==> src/rtl/riscv_dmem_arbiter.sv <==
// Purpose: shares the single-port data memory between the core (port 0) and a debug/loader port (port 1).
// Latency: grant is combinational in cycle N; rvalid/rdata return in cycle N+1, one access per cycle.
// Backpressure: port 0 has fixed priority and stalls the core when not granted; port 1 is forced through after MAX_WAIT lost conflicts.
module riscv_dmem_arbiter #(
   parameter int ADDR_W   = 6,
   parameter int DATA_W   = 32,
   parameter int MAX_WAIT = 4
) (
   input  logic              i_clk,
   input  logic              i_reset,
   input  logic              i_p0_req,
   input  logic              i_p0_we,
   input  logic [ADDR_W-1:0] i_p0_addr,
   input  logic [DATA_W-1:0] i_p0_wdata,
   input  logic [3:0]        i_p0_wstrb,
   input  logic              i_p1_req,
   input  logic              i_p1_we,
   input  logic [ADDR_W-1:0] i_p1_addr,
   input  logic [DATA_W-1:0] i_p1_wdata,
   input  logic [3:0]        i_p1_wstrb,
   output logic              o_p0_gnt,
   output logic              o_p1_gnt,
   output logic              o_p0_rvalid,
   output logic              o_p1_rvalid,
   output logic [DATA_W-1:0] o_p0_rdata,
   output logic [DATA_W-1:0] o_p1_rdata,
   output logic              o_core_stall,
   output logic              o_mem_en,
   output logic              o_mem_we,
   output logic [ADDR_W-1:0] o_mem_addr,
   output logic [DATA_W-1:0] o_mem_wdata,
   output logic [3:0]        o_mem_wstrb,
   input  logic [DATA_W-1:0] i_mem_rdata
);

   localparam logic [3:0] LP_MAX_WAIT = 4'(MAX_WAIT);

   logic [3:0] r_starve_cnt;
   logic       r_rsp_valid;
   logic       r_rsp_owner;
   logic       r_rsp_we;
   logic       w_force_p1;
   logic       w_p0_gnt;
   logic       w_p1_gnt;
   logic       w_p0_hit;
   logic       w_p1_hit;

   // Grant: port 0 wins conflicts unless port 1 has lost MAX_WAIT times in a row; nothing is granted in reset
   always_comb begin
      w_force_p1 = (r_starve_cnt == LP_MAX_WAIT);
      w_p1_gnt   = !i_reset && i_p1_req && (!i_p0_req || w_force_p1);
      w_p0_gnt   = !i_reset && i_p0_req && !w_p1_gnt;
   end

   // Memory command mux: forward the granted port, drive zeros when idle
   always_comb begin
      o_mem_en    = w_p0_gnt | w_p1_gnt;
      o_mem_we    = 1'b0;
      o_mem_addr  = '0;
      o_mem_wdata = '0;
      o_mem_wstrb = '0;
      if (w_p0_gnt) begin
         o_mem_we    = i_p0_we;
         o_mem_addr  = i_p0_addr;
         o_mem_wdata = i_p0_wdata;
         o_mem_wstrb = i_p0_wstrb;
      end else if (w_p1_gnt) begin
         o_mem_we    = i_p1_we;
         o_mem_addr  = i_p1_addr;
         o_mem_wdata = i_p1_wdata;
         o_mem_wstrb = i_p1_wstrb;
      end
   end

   // Starvation counter: counts consecutive port 1 losses, saturating at MAX_WAIT
   always_ff @(posedge i_clk) begin
      if (i_reset) begin
         r_starve_cnt <= '0;
      end else if (w_p1_gnt || !i_p1_req) begin
         r_starve_cnt <= '0;
      end else if (w_p0_gnt && (r_starve_cnt < LP_MAX_WAIT)) begin
         r_starve_cnt <= r_starve_cnt + 4'd1;
      end
   end

   // Response tracking: remember who owns the access issued this cycle and whether it was a write
   always_ff @(posedge i_clk) begin
      if (i_reset) begin
         r_rsp_valid <= 1'b0;
         r_rsp_owner <= 1'b0;
         r_rsp_we    <= 1'b0;
      end else begin
         r_rsp_valid <= o_mem_en;
         r_rsp_owner <= w_p1_gnt;
         r_rsp_we    <= o_mem_we;
      end
   end

   // Response steering: rvalid to the owner (reset drops any pending response), rdata only for reads
   always_comb begin
      w_p0_hit     = r_rsp_valid && !r_rsp_owner && !i_reset;
      w_p1_hit     = r_rsp_valid &&  r_rsp_owner && !i_reset;
      o_p0_gnt     = w_p0_gnt;
      o_p1_gnt     = w_p1_gnt;
      o_p0_rvalid  = w_p0_hit;
      o_p1_rvalid  = w_p1_hit;
      o_p0_rdata   = (w_p0_hit && !r_rsp_we) ? i_mem_rdata : '0;
      o_p1_rdata   = (w_p1_hit && !r_rsp_we) ? i_mem_rdata : '0;
      o_core_stall = i_p0_req && !w_p0_gnt;
   end

endmodule

==> config.mk <==
export PLATFORM = sky130hd
export DESIGN_NAME = riscv_dmem_arbiter
export DESIGN_NICKNAME = d
export VERILOG_FILES = /design/src/rtl/riscv_dmem_arbiter.sv
export SDC_FILE = /design/constraint.sdc
export NUM_CORES = 1
export LEC_CHECK = 0
export CAP_MARGIN = 15
export CORE_AREA = 2 2 92 94
export DETAILED_ROUTE_END_ITERATION = 8
export DIE_AREA = 0 0 94 96
export GPL_TIMING_DRIVEN = 0
export PLACE_DENSITY = 0.66
export RECOVER_POWER = 50
export SLEW_MARGIN = 20
export SYNTH_ARGS = -nofsm -noshare
export SYNTH_HDL_FRONTEND = slang
export SYNTH_SLANG_ARGS = --single-unit
==> constraint.sdc <==
create_clock -name i_clk -period 3.2 [get_ports i_clk]
set_clock_uncertainty 0.2 [all_clocks]
set_input_delay 0.96 -clock i_clk [delete_from_list [all_inputs] [get_ports i_clk]]
set_output_delay 0.96 -clock i_clk [all_outputs]
set_load 0.01 [all_outputs]
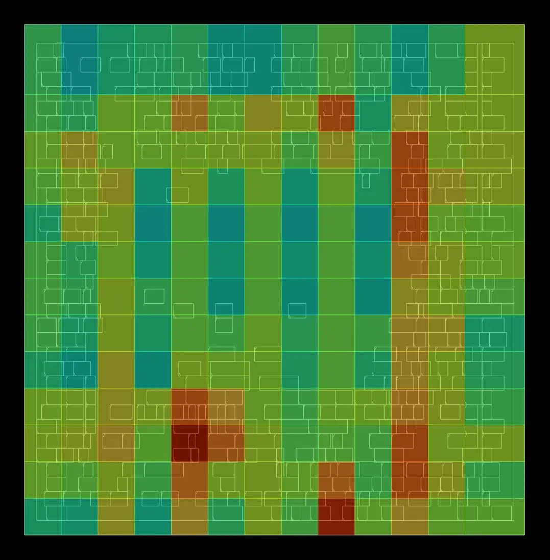
Fig. 1. Routing congestion.
met3 usage in global routing: 3.99%
GRT Resource Usage Total: 14.0%
WL/cell: 14.5 um
GRT busiest layer: met2

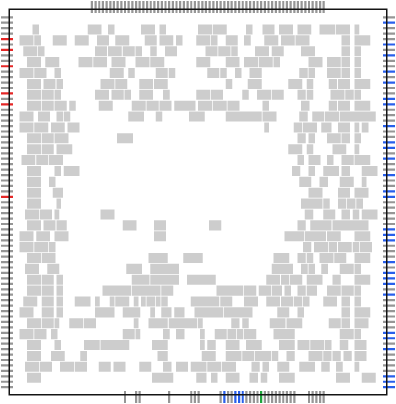
Fig. 2. I/O pins on the die edge.
Scale: 4 px per um. Pins as bars across the die edge, other pins in grey.
`i_mem_rdata`: marked blue, pins 32, direction input, edge 28 right, 4 bottom. `o_mem_addr`: marked red, pins 6, direction output, edge left. `o_p1_rvalid`: marked green, pins 1, direction output, edge bottom.
All pins by edge: 69 right, 69 left, 64 top, 33 bottom.

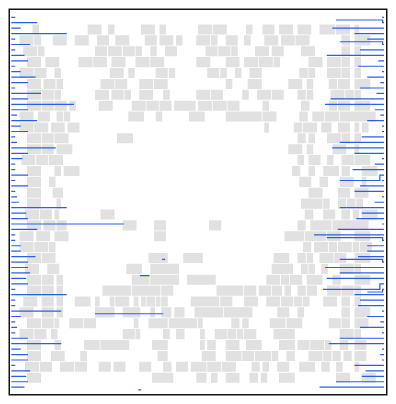
Fig. 3. M3 wires.
Scale: 4 px per um. Cells faint in the background.
The layer holds 10% of the routed length. 140 nets have wire on it.

[metrics by stage]
stage	total power (W)	instance area, sq um	setup TNS, ps	util (%)
3_5_place_dp	0.000474	3710	-77340	46.1
5_1_grt	0.000624	3700	-64.3	46.0
2_1_floorplan	0.000202	1250	0	-
3_3_place_gp	0.000472	3710	-77210	46.1
6_report	0.000589	3700	0	46.0
4_1_cts	0.000576	3540	-76.1	44.0
[path summary, 6_finish.rpt]
check,from,endpoint,depth (start not counted)
worst max register to register,r_starve_cnt[0]$_SDFFE_PP0P_,r_rsp_we$_SDFF_PP0_,6
worst min register to register,r_starve_cnt[3]$_SDFFE_PP0P_,r_starve_cnt[3]$_SDFFE_PP0P_,2
worst max-delay path,i_reset,o_p1_rdata[9],7
worst min-delay path,r_starve_cnt[3]$_SDFFE_PP0P_,r_starve_cnt[3]$_SDFFE_PP0P_,2
[state kept, by name, indices dropped and copies added, names as in the netlist]
| register | flops |
|---|---|
| r_rsp_we | 1 |
| r_starve_cnt | 4 |
| r_rsp_valid | 1 |
| r_rsp_owner | 1 |
[cell type report]
class | instances | area [sq um] | area share (%)
flip-flops and latches | 7 | 140 | 3.79
well taps | 105 | 131 | 3.55
repair buffers | 250 | 2110 | 57.1
clock buffers | 4 | 45.0 | 1.22
inverters | 4 | 17.5 | 0.473
multi-input cells | 132 | 1060 | 28.5
plain buffers | 15 | 199 | 5.38
[synthesized netlist by cell type]
master | n | share of area (%)
mux2i_1 | 1 | 0.80
buf_2 | 1 | 0.40
and2_1 | 64 | 32
nor2_1 | 7 | 2.1
clkbuf_1 | 3 | 0.91
nand3b_4 | 1 | 1.6
nor4b_1 | 1 | 0.70
nor3b_1 | 1 | 0.60
inv_1 | 4 | 1.2
a22o_1 | 44 | 31
a31oi_1 | 1 | 0.50
a211oi_4 | 1 | 1.6
xnor2_1 | 1 | 0.70
a211oi_1 | 1 | 0.60
dfxtp_1 | 7 | 11
and3b_1 | 1 | 0.70
buf_4 | 5 | 3.0
ha_1 | 2 | 2.0
nor2b_1 | 2 | 1.0
nand3_1 | 1 | 0.40
and2b_1 | 2 | 1.2
o21a_1 | 1 | 0.60
clkbuf_2 | 3 | 1.2
buf_6 | 4 | 3.6
[worst reg2reg max path: stages (launching register included)]
cell and delay [ps]:
dfxtp_1 330, inv_1 60, ha_1 190, nand3b_4 120, o21a_4 230, buf_6 120, a22o_1 220
[cell usage in the layout (no fill, tap or decap), types with 2 or more instances in the layout]
cell             instances
a22o_1                  44
and2_0                   2
and2_1                  41
and2_4                  21
and2b_2                  2
buf_2                   61
buf_4                    7
buf_6                   32
buf_8                    6
clkbuf_1                10
clkbuf_16                3
clkbuf_2                16
clkbuf_8                 4
clkdlybuf4s50_1        119
dfxtp_1                  7
dlygate4sd2_1            7
dlygate4sd3_1            2
ha_1                     2
inv_1                    3
nor2_1                   7
[report_power, final]
| part | internal (W) | leakage [nW] | switching [W] | total (W) |
|---|---|---|---|---|
| combinational | 0.000248 | 1.71 | 0.000128 | 0.000376 |
| sequential | 0.0000901 | 0.0571 | 0.00000134 | 0.0000915 |
| clock | 0.0000859 | 0.0228 | 0.0000354 | 0.000121 |
| total | 0.000424 | 1.79 | 0.000165 | 0.000589 |
==> results.toml <==
# flow metrics
[run_status]
outcome = "completed"

[pwr]
leakage_nw = 1.79
powerDensity_nw_per_um2 = 159

[setup_path]
slowest_delay_ps = 250
worst_setup_path_start_kind = "primary input"
crit_family = "simple AND/OR/NAND/NOR gates"
required_ps = 2040
critical_path.cell_chain = "buf_12 -> and3b_1 -> and2b_2 -> buf_6 -> buf_8 -> and2_4 -> buf_6"
timing.critical_path.mode_cell = "buf_6"
cp_num_buf_inv = 4
crit_type = "in2out"

[logic_synthesis]
ys_sh_adder_pct = 2.01
ys_chip_area_sq_um = 1240
mux_area_share_pct = 0.805
synth_stat.cells = 159
fp_nets = 283
synthAoiAreaFrac_pct = 34.3
syn_area_sq_um = 1240
synth.yosys.seq_area_share_pct = 11.3
avgSynthCellArea_sq_um = 7.82
ys_ff = 7
simple_gate_area_share_pct = 40.5
logic_family = "simple AND/OR/NAND/NOR gates"

[drt]
topRoutingLayerUsed = "met4"
m1WireLength_um = 2680
drtIter0Drc = 7
ant_nets = 0
firstDrtPassIters = 3
drcViolationCount = 0
via_count = 2175
wl_met3_um = 750
wl_um = 7470
met2_length_um = 4000

[clocking]
cts_buffers = 3
cts_resized = 455
clockBufferDepth = 2
clk_latency_ps = 220
path_clk_slew_ps = 40
cts_tree = "built"
ctsHoldBuffers = 0

[floorplan]
rows = 33
boundaryPins = 235
fp_util_pct = 15.4
fp.dieW_um = 94

[timing]
final_hold_viol_count = 0
finalSetupViolCount = 0
post-route-min-period_ps = 3180
slew_viol_final = 0
fin_crit_sh_pct = 99.5
finalHoldWorstSlack_ps = 271

[placement]
preCtsSetupSlack_ps = -1050
dp_hpwl_um = 6190
numPortBuffers = 233

[finish]
drive_gt1_share_pct = 38.8
syn_to_final_growth_pct = 198
layoutNonFillerInstCount = 517
fillerInstances = 807

[global_routing]
gr-total-overflow = 0
grt_pass1_vias = 1987

[run]
cap_violations = 0
warnings = 29
No activity file was given, so power comes from the tool's default toggle rates.
